$ cat config.mk
export PLATFORM = sky130hd
export DESIGN_NAME = mult_div_unit
export DESIGN_NICKNAME = d
export VERILOG_FILES = /design/src/rtl/mult_div_unit.sv
export SDC_FILE = /design/constraint.sdc
export NUM_CORES = 1
export LEC_CHECK = 0
export ABC_CLOCK_PERIOD_IN_PS = 9000
export CORE_MARGIN = 5
export CORE_UTILIZATION = 60
export DETAILED_ROUTE_END_ITERATION = 8
export PLACE_DENSITY = 0.95
export SETUP_SLACK_MARGIN = 0.5
export SYNTH_ARGS = -nofsm -noshare
export SYNTH_HDL_FRONTEND = slang
export SYNTH_SLANG_ARGS = --single-unit
$ cat constraint.sdc
create_clock -name clk -period 9 [get_ports clk]
set_input_delay 1.8 -clock clk [delete_from_list [all_inputs] [get_ports clk]]
set_output_delay 1.8 -clock clk [all_outputs]
set_load 0.03 [all_outputs]
$ cat src/rtl/mult_div_unit.sv
// mult_div_unit -- iterative 32x32 multiply / divide unit for the execute stage.
//
// Computes MULT/MULTU products and DIV/DIVU quotient/remainder one radix-2 step
// per clock on operand magnitudes, then applies the sign correction. Results
// land in the architectural HI/LO registers. Latency is a fixed 34 cycles from
// an accepted start back to idle, independent of operand values.
//
// Build option: define MDU_DIV_EN to include the divide datapath. Without it,
// a start with op[1]=1 is ignored (no busy, no done, HI/LO untouched).
//
// Ports:
//   clk      in   1  clock, rising edge
//   rst      in   1  asynchronous reset, active low
//   start    in   1  request an operation (sampled only while idle)
//   op       in   2  00 MULT, 01 MULTU, 10 DIV, 11 DIVU
//   opa      in  32  multiplicand / dividend
//   opb      in  32  multiplier / divisor
//   hilo_we  in   2  bit1 writes HI, bit0 writes LO from wdata (idle only)
//   wdata    in  32  data for hilo_we writes
//   busy     out  1  operation in flight
//   done     out  1  one-cycle pulse, HI/LO hold the new result
//   hi       out 32  HI register (product high word / remainder)
//   lo       out 32  LO register (product low word / quotient)
module mult_div_unit (
  input  logic        clk,
  input  logic        rst,
  input  logic        start,
  input  logic [1:0]  op,
  input  logic [31:0] opa,
  input  logic [31:0] opb,
  input  logic [1:0]  hilo_we,
  input  logic [31:0] wdata,
  output logic        busy,
  output logic        done,
  output logic [31:0] hi,
  output logic [31:0] lo
);

  typedef enum logic [1:0] {S_IDLE, S_RUN, S_SIGN, S_DONE} state_t;

  state_t      r_state;
  state_t      w_state_nxt;
  logic [5:0]  r_cnt;
  logic [31:0] r_hi;
  logic [31:0] r_lo;

  // Datapath: r_acc is {partial product, multiplier} for multiply and
  // {partial remainder, dividend/quotient} for divide.
  logic [63:0] r_acc;
  logic [31:0] r_b;
  logic        r_neg_res;

  logic        w_legal;
  logic        w_accept;
  logic        w_signed;
  logic [31:0] w_a_mag;
  logic [31:0] w_b_mag;
  logic [32:0] w_mul_sum;
  logic [63:0] w_mul_step;
  logic [63:0] w_step;
  logic [63:0] w_prod;
  logic [31:0] w_res_hi;
  logic [31:0] w_res_lo;

  function automatic logic [31:0] cneg32(input logic neg, input logic [31:0] x);
    return neg ? (32'd0 - x) : x;
  endfunction

  function automatic logic [63:0] cneg64(input logic neg, input logic [63:0] x);
    return neg ? (64'd0 - x) : x;
  endfunction

`ifdef MDU_DIV_EN
  logic        r_is_div;
  logic        r_neg_rem;
  logic        r_ovf;
  logic [31:0] r_a_raw;
  logic [32:0] w_rem_sh;
  logic [32:0] w_rem_sub;
  logic        w_ge;
  logic [63:0] w_div_step;

  assign w_legal = 1'b1;
`else
  assign w_legal = ~op[1];
`endif

  assign w_accept = (r_state == S_IDLE) && start && w_legal;
  // op[0]=0 selects the signed variant for both MULT and DIV.
  assign w_signed = ~op[0];
  assign w_a_mag  = cneg32(w_signed & opa[31], opa);
  assign w_b_mag  = cneg32(w_signed & opb[31], opb);

  // Shift-add multiply: add multiplicand when the current multiplier bit is
  // set, then shift the whole 65-bit {carry, acc} right by one.
  assign w_mul_sum  = {1'b0, r_acc[63:32]} + (r_acc[0] ? {1'b0, r_b} : 33'd0);
  assign w_mul_step = {w_mul_sum, r_acc[31:1]};

`ifdef MDU_DIV_EN
  // Restoring divide: bring the next dividend bit into the remainder and
  // subtract the divisor if it fits. A kept remainder is always < divisor,
  // so it fits back into 32 bits.
  assign w_rem_sh   = r_acc[63:31];
  assign w_ge       = (w_rem_sh >= {1'b0, r_b});
  assign w_rem_sub  = w_rem_sh - {1'b0, r_b};
  assign w_div_step = {(w_ge ? w_rem_sub[31:0] : w_rem_sh[31:0]), r_acc[30:0], w_ge};
  assign w_step     = r_is_div ? w_div_step : w_mul_step;
`else
  assign w_step     = w_mul_step;
`endif

  assign w_prod = cneg64(r_neg_res, r_acc);

  always_comb begin
    w_res_hi = w_prod[63:32];
    w_res_lo = w_prod[31:0];
`ifdef MDU_DIV_EN
    if (r_is_div) begin
      // Divide-by-zero and the single signed overflow case bypass the datapath.
      if (r_b == 32'd0) begin
        w_res_hi = r_a_raw;
        w_res_lo = 32'hFFFF_FFFF;
      end else if (r_ovf) begin
        w_res_hi = 32'd0;
        w_res_lo = 32'h8000_0000;
      end else begin
        w_res_hi = cneg32(r_neg_rem, r_acc[63:32]);
        w_res_lo = cneg32(r_neg_res, r_acc[31:0]);
      end
    end
`endif
  end

  always_comb begin
    w_state_nxt = r_state;
    case (r_state)
      S_IDLE:  if (w_accept) w_state_nxt = S_RUN;
      S_RUN:   if (r_cnt == 6'd31) w_state_nxt = S_SIGN;
      S_SIGN:  w_state_nxt = S_DONE;
      S_DONE:  w_state_nxt = S_IDLE;
      default: w_state_nxt = S_IDLE;
    endcase
  end

  always_ff @(posedge clk or negedge rst) begin
    if (!rst) begin
      r_state <= S_IDLE;
      r_cnt   <= 6'd0;
      r_hi    <= 32'd0;
      r_lo    <= 32'd0;
    end else begin
      r_state <= w_state_nxt;
      if (r_state == S_IDLE) begin
        if (w_accept) r_cnt <= 6'd0;
        if (hilo_we[1]) r_hi <= wdata;
        if (hilo_we[0]) r_lo <= wdata;
      end
      if (r_state == S_RUN) r_cnt <= r_cnt + 6'd1;
      if (r_state == S_SIGN) begin
        r_hi <= w_res_hi;
        r_lo <= w_res_lo;
      end
    end
  end

  // Operand capture and iteration: data only, no reset needed.
  always_ff @(posedge clk) begin
    if (w_accept) begin
      r_acc     <= {32'd0, w_a_mag};
      r_b       <= w_b_mag;
      r_neg_res <= w_signed & (opa[31] ^ opb[31]);
`ifdef MDU_DIV_EN
      r_is_div  <= op[1];
      r_neg_rem <= w_signed & opa[31];
      r_ovf     <= (op == 2'b10) && (opa == 32'h8000_0000) && (opb == 32'hFFFF_FFFF);
      r_a_raw   <= opa;
`endif
    end else if (r_state == S_RUN) begin
      r_acc <= w_step;
    end
  end

  assign busy = (r_state != S_IDLE);
  assign done = (r_state == S_DONE);
  assign hi   = r_hi;
  assign lo   = r_lo;

endmodule
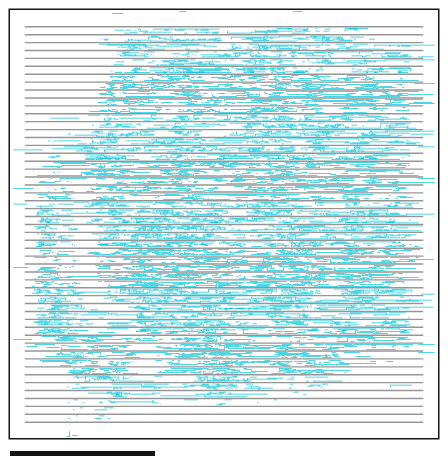
(run_1/layer_met1.png)
Bar = 50 microns. Supply wires on this layer in gray.
The longest straight run is 36.3 microns. 1398 nets have wire on it. The layer carries 12800 microns of wire. The wires run mostly horizontal.

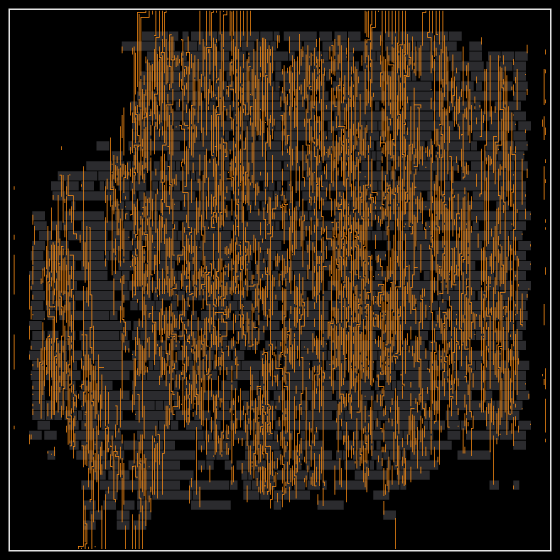
(run_1/layer_met2.png)
Cells faint in the background.
1327 nets have wire on it. The longest straight run is 46.9 microns. The layer carries 14500 microns of wire. The layer holds 45% of the routed length. The wires run mostly vertical.

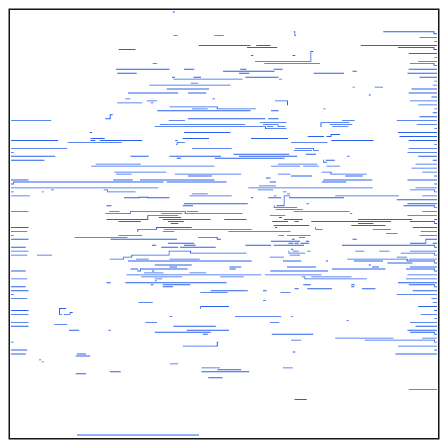
(run_1/layer_met3.png)
309 nets have wire on it. The wires run mostly horizontal. The layer carries 3390 microns of wire. The longest straight run is 51.5 microns. The layer holds 11% of the routed length.
Via Count: 10360
total wire length: 31.95 mm
met3 capacity usage during global routing: 0.06354

==> job_summary.md, run 1 <==
## PnR job results

| Metric | Value |
|---|---|
| Iteration count of the initial detailed-routing pass | 6 |
| Count of warnings emitted by yosys | 0 |
| Arrival time reported for the critical path endpoint | 4620 ps |
| Met2 global-route usage | 0.4525 |
| Antenna violations before repair | 0 |
| Net Sw Power | ~2.2 mW |
| Compound-cell area share of the yosys netlist | 0.1694 |
| Clock Power Share | 0.149 |
| Power attributed to the clock group | 727 uW |
| Most flops, register | r_acc |
| ANT nets after route | 0 |
| Run status | completed |
| Setup crit end kind | register |
| Post-cts repair resize count | 0 |
| Die Y-Extent | ~150 microns |
| Reported leakage power | roughly 5.5 nW |
| Critical-path cell with the highest stage delay | inv_1 |
| Setup slack of the most critical reg-to-reg path | 5100 ps |
| Summed instance area of the synthesized netlist | 0.01130 sq mm |
| Leading cell category by total area | combinational gates |
| TritonCTS clock tree | done |
| Detailed router's first-iteration violation count | about 1200 |
| Global-route wire length before repair | approximately 51 mm |
| Logic power comb | approximately 2.5 mW |
| Post-route worst hold slack | 526.8 ps |
| Fraction of area in registers | 0.3216 |
| Crit Reg-Reg Startpoint | r_state[0] |
| Number of enable flip-flop cells | approximately 65 |
| Asr flop ratio synth | 0.4260 |
| Mux share | 0.07200 |
| Startpoint type of the worst setup path | input port |
| Worst r2r dst | r_acc[17] |
| Detailed-routing wirelength on met1 | 12.82 mm |
| Final cell utilization of the core | 0.7330 |
| Number of cells on the worst reg-to-reg path | 8 |
| Number of buffers and inverters on the critical path | 5 |
| Logic area | 0.006578 sq mm |
| Number of nets at floorplan | 1397 |
| Sink count of the clock tree | 169 |
| Flip-flop count of the largest register after layout | 64 |
| Count of plain and timing-repair buffers in the layout | approximately 180 |
| Number of max-cap violations | 0 |
| Largest driver fanout on the critical path | about 74 |
| Rows | 50 |
| Clock root cell | clkbuf_16 |
| Cells in synth_stat.txt | 1253 |
| Chip Width | 147.2 microns |
| And+or+nand+nor area frac | 0.1803 |
| Flip-flops | about 170 |
| Timing endpoint of the critical path | r_acc[17] |
| Largest stage delay, worst path | between 900 and 1000 ps |
| Biggest power consumer among the groups | combinational cells |
| Final setup fails | 0 |
| Ys flop type | dfrtp_1 |
| Overall routing resource usage | 0.2903 |
| Met2 wirelength from detailed routing | 14.51 mm |
| Maximum level of the CTS H-tree | 4 |
| Number of remaining DRC errors | 0 |
| Initial Util | 0.6059 |
| Maximum number of pins on one net before global-route repair | approximately 110 |
| Flop area | 0.004394 sq mm |
| Clock network contribution to total cell area | 0.04221 |
| Boundary Pins | 169 |
| GR Layer Usage met1 | 0.3918 |
| Clock skew after layout | 7.966 ps |
| Area overhead of the layout relative to synthesis | 20.98% |
| Number of OpenROAD warnings | 32 |
| CP Class | input port to register |
| Class of the tightest hold or removal check | register to register |
| Tap cell count | ~230 |
| Required time of the critical path | 9050 ps |
| Dominant kind of combinational cell | simple AND/OR/NAND/NOR gates |
| Count of multi-input gates | approximately 1000 |
| Setup repair after global routing missed its margin | false |
| Core region area | 0.01864 sq mm |
| Worst slew pin tran | around 1200 ps |
| Final hold violation count | 0 |
| Routed via count divided by cell count | 6.351 |
==> run 1: cell usage after synthesis (all sizes together), types with 2 or more instances <==
| library cell | instances |
|---|---|
| nand2 | 159 |
| o21ai | 143 |
| xnor2 | 93 |
| mux2i | 79 |
| dfrtp | 72 |
| nor2 | 72 |
| a21oi | 66 |
| edfxtp | 65 |
| xor2 | 53 |
| clkbuf | 51 |
| ha | 40 |
| and2 | 33 |
| dfxtp | 32 |
| o31ai | 26 |
| nor3 | 25 |
| inv | 22 |
| and3 | 20 |
| a211oi | 19 |
| nand3 | 16 |
| buf | 15 |
| o41ai | 15 |
| or3 | 15 |
| nor4 | 14 |
| nand2b | 13 |
| nand4 | 11 |
| or4 | 11 |
| nor2b | 10 |
| a21o | 9 |
| nor3b | 7 |
| o21a | 7 |
| a31oi | 6 |
| o211ai | 4 |
| o21bai | 4 |
| a211o | 3 |
| a2111oi | 2 |
| mux2 | 2 |
| nand3b | 2 |
| o2111ai | 2 |
| o311ai | 2 |
| or2 | 2 |
==> run 1: stage by stage <==
stage	power, mW	cell area (sq um)	cells
after global routing	5.158	13660	1629
after detailed placement	4.076	13080	1597
after global placement	3.957	13080	1597
after floorplan	3.213	11300	1253
after CTS	4.826	13660	1629
final	4.877	13670	1631
==> run 1: worst min path at each step <==
stage	from	to	slack (ps)	cells after the start
2_1_floorplan	r_cnt[0]	r_cnt[0]	480	1
3_3_place_gp	r_cnt[0]	r_cnt[0]	500	1
3_5_place_dp	r_cnt[0]	r_cnt[0]	520	1
4_1_cts	r_cnt[0]	r_cnt[0]	530	1
5_1_grt	r_cnt[0]	r_cnt[0]	570	1
6_report	r_cnt[0]	r_cnt[0]	530	1
--- run 2 (diff from run 1) ---
ABC_CLOCK_PERIOD_IN_PS = 4300   (was 9000)
CORE_UTILIZATION = 56   (was 60)
PLACE_DENSITY = 0.91   (was 0.95)
clock period = 4.3 ns   (was 9 ns; I/O delays follow)
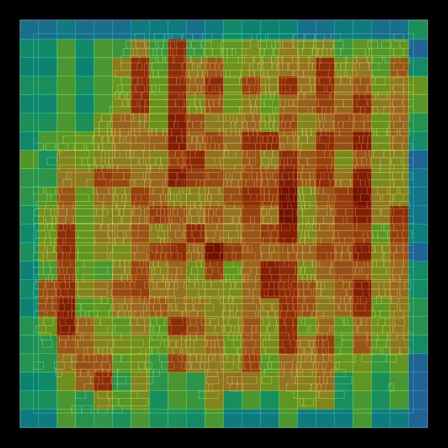
(run_2/congestion.png)
layer with the highest usage after global routing: met2
overall routing resource usage: 0.2709
average routed wire per standard cell: 19.14 microns
final cell utilization of the core: 0.6881
met2 global-route usage: 0.4367

==> run 2 against run 1 <==
Sequential power increased by 110%. Critical endpoint is now r_b[29]. Cell area rose by 0.91%. Final cell count is 2.6% higher. Area after synthesis unchanged.
==> job_summary.md, run 2 <==
## PnR job results

| Metric | Value |
|---|---|
| Run status | completed |
| Most numerous logic cell after layout | clkdlybuf4s50_1 |
| Arrival time reported for the critical path endpoint | between 3000 and 4000 ps |
| Area overhead of the layout relative to synthesis | 22.08% |
| Dominant kind of combinational cell | simple AND/OR/NAND/NOR gates |
| Most frequent cell after synthesis | nand2_1 |
| Most flops, register | r_acc |
| Compound-cell area share of the yosys netlist | 0.1694 |
| Number of OpenROAD warnings | 29 |
| Required time of the critical path | 4480 ps |
| CP Class | input port to register |
| Flip-flop count of the largest register after layout | between 60 and 70 |
| Maximum level of the CTS H-tree | 4 |
| Pwr dens | 740.4 mW/mm^2 |
| Tightest slew margin relative to the limit | 0.3220 |
| Internal power | ~5.6 mW |
| Core region area | about 0.02 sq mm |
| Startpoint type of the worst setup path | input port |
| Boundary Pins | between 150 and 200 |
| Largest stage delay, worst path | 580 ps |
| Post-cts repair resize count | 0 |
| Number of nets at floorplan | 1397 |
| Worst slew pin tran | ~1000 ps |
| Total setup buffers inserted after CTS | 0 |
| Overflow after GRT | 0 |
| Clock Power Share | 0.149 |
| Final setup fails | 0 |
| Largest driver fanout on the critical path | 4 |
| Detailed router's first-iteration violation count | 1123 |
| Combinational group share of total power | 0.527 |
| Post-Synth XOR/XNOR Area | 0.1132 |
| Net Sw Power | 4.615 mW |
| Rows | 52 |
| Top post-synthesis cells by count | 159 x nand2_1, 131 x o21ai_0, 93 x xnor2_1, 79 x mux2i_1 |
| Non-filler instance count after layout | 1673 |
| Count of distinct cell types in the synthesized netlist | between 60 and 70 |
| Mean cell area of the mapped netlist | 9.015 sq um |
| Antenna violations before repair | 0 |
| Number of diodes | 0 |
| Cts hold-fix bufs | 0 |
| Total power after layout | 10.21 mW |
| Synth area leaders | edfxtp_1 17%, dfrtp_1 16%, xnor2_1 7.2% |
| Layout cells sized above 1 | 0.04775 |
| Number of enable flip-flop cells | 65 |
| Initial Util | 0.5637 |
| Ys flop type | dfrtp_1 |
| Number of max-cap violations | 0 |
| Setup slack of the most critical reg-to-reg path | 820 ps |
| Die Y-Extent | about 150 microns |
| And+or+nand+nor area frac | 0.1803 |
| Setup repair after global routing missed its margin | false |
| ANT nets after route | 0 |
| Setup crit end kind | register |
| Mux share | 0.07200 |
| Total negative slack | 0 ps |
| Max Transition Viols Final | 0 |
| Layout fillers | 1508 |
| Area share of fa/ha/maj cells after synthesis | 0.04608 |
| Clock skew after layout | 12.19 ps |
| Final hold violation count | 0 |
| CTS Buffer Depth | 2 |
| Global-route wire length before repair | 51.32 mm |
| Chip Width | 152.0 microns |
| Count of warnings emitted by yosys | 0 |
| Cells in synth_stat.txt | 1253 |
| Clock-pin slew on the worst setup and hold paths | approximately 70 ps |
| Iteration count of the initial detailed-routing pass | 8 |
| Reported leakage power | 5.594 nW |
| Cells after Synth | 1253 |
| Number of remaining DRC errors | 0 |
| Most frequent logic cells in the routed design | 167 x clkdlybuf4s50_1, 158 x nand2_1, 131 x o21ai_0 |
| Cell total after placement | between 1500 and 2000 |
| Port Buffer Count | 168 |
| Critical-path cell with the highest stage delay | or4_1 |
| Summed instance area of the synthesized netlist | about 0.011 sq mm |
| TritonCTS clock tree | done |
| Clock root cell | clkbuf_16 |
| Maximum number of pins on one net before global-route repair | 74 |
| Routed via count divided by cell count | 6.071 |
| Global placement routability congestion | 0.9319 |
| Share of synthesized area occupied by flip-flops and latches | 0.3890 |
| Asr flop ratio synth | 0.4260 |
| Class of the tightest hold or removal check | input port to asynchronous set/reset pin |
| Sw Ratio | 0.4520 |
| Sink count of the clock tree | 169 |
| Top cell type by total area after synthesis | edfxtp_1 |
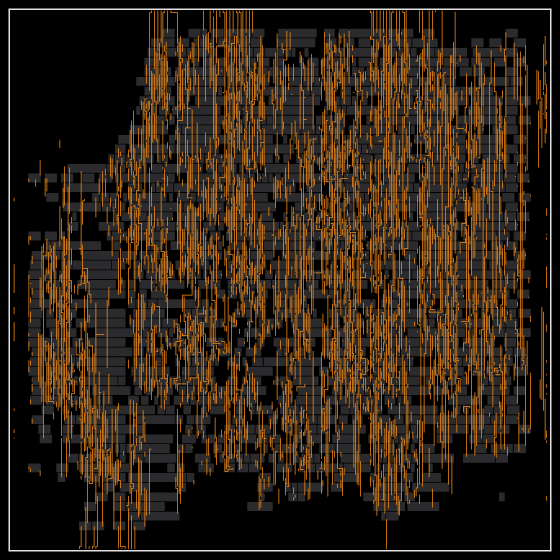
(run_2/layer_met2.png)
Cells faint in the background.
1311 nets have wire on it. The longest straight run is 83.6 microns. The wires run mostly vertical. The layer holds 46% of the routed length. The layer carries 14800 microns of wire.
total wire length: 32.03 mm
Via Count: 10160

==> run 2: layout make-up <==
| type | instances | area, sq um | area share |
|---|---|---|---|
| Tap cell | 270 | 337.8 | 0.02450 |
| Inverter | 22 | 82.58 | 0.005989 |
| Multi-Input combinational cell | 996 | 6580 | 0.4772 |
| Timing Repair Buffer | 184 | 1815 | 0.1317 |
| Clock inverter | 12 | 111.4 | 0.008075 |
| Sequential cell | 169 | 4394 | 0.3187 |
| Clock buffer | 20 | 467.9 | 0.03394 |
==> run 2: through the flow <==
stage	area, sq um	setup WS [ps]	hold slack [ps]
after detailed placement	13180	373.0	517.1
after global placement	13180	476.1	496.9
after CTS	13760	589.5	495.0
after global routing	13790	607.7	535.4
after floorplan	11300	1107	477.7
final	13790	783.7	478.8
==> run 2: worst max-delay path, delay by kind of cell <==
family / cells / cell delay, ps
xor+xnor: 1 / 110
compound gates: 1 / 350
simple gates: 6 / 1890
buf+inv: 1 / 470
==> run 2: metal layers <==
metal	track usage	part of all wire	routed length [microns]
met5	0	0	0
met4	0.08176	0.028	906
met3	0.05575	0.093	2975
met2	0.4367	0.46	14750
met1	0.3707	0.42	13390
==> run 2: final timing paths <==
path,startpoint,endpoint,cells past startpoint
min reg2reg,r_cnt[0],r_cnt[0],1
max in group asynchronous,rst,hi[24],2
max reg2reg,r_acc[13],hi[30],9
min in group clk,r_cnt[0],r_cnt[0],1
max,opb[10],r_b[29],9
min,rst,r_cnt[2],1
==> run 2: power groups by stage <==
stage	Clock, mW	Combinational, mW	Sequential, mW
final	1.52	5.38	3.31
after global routing	1.60	5.88	3.38
after CTS	1.52	5.28	3.30
after detailed placement	0	5.23	3.32
after global placement	0	5.07	3.27
after floorplan	0	3.09	3.63
Power figures rest on the tool's default switching activity, not on a simulated workload.
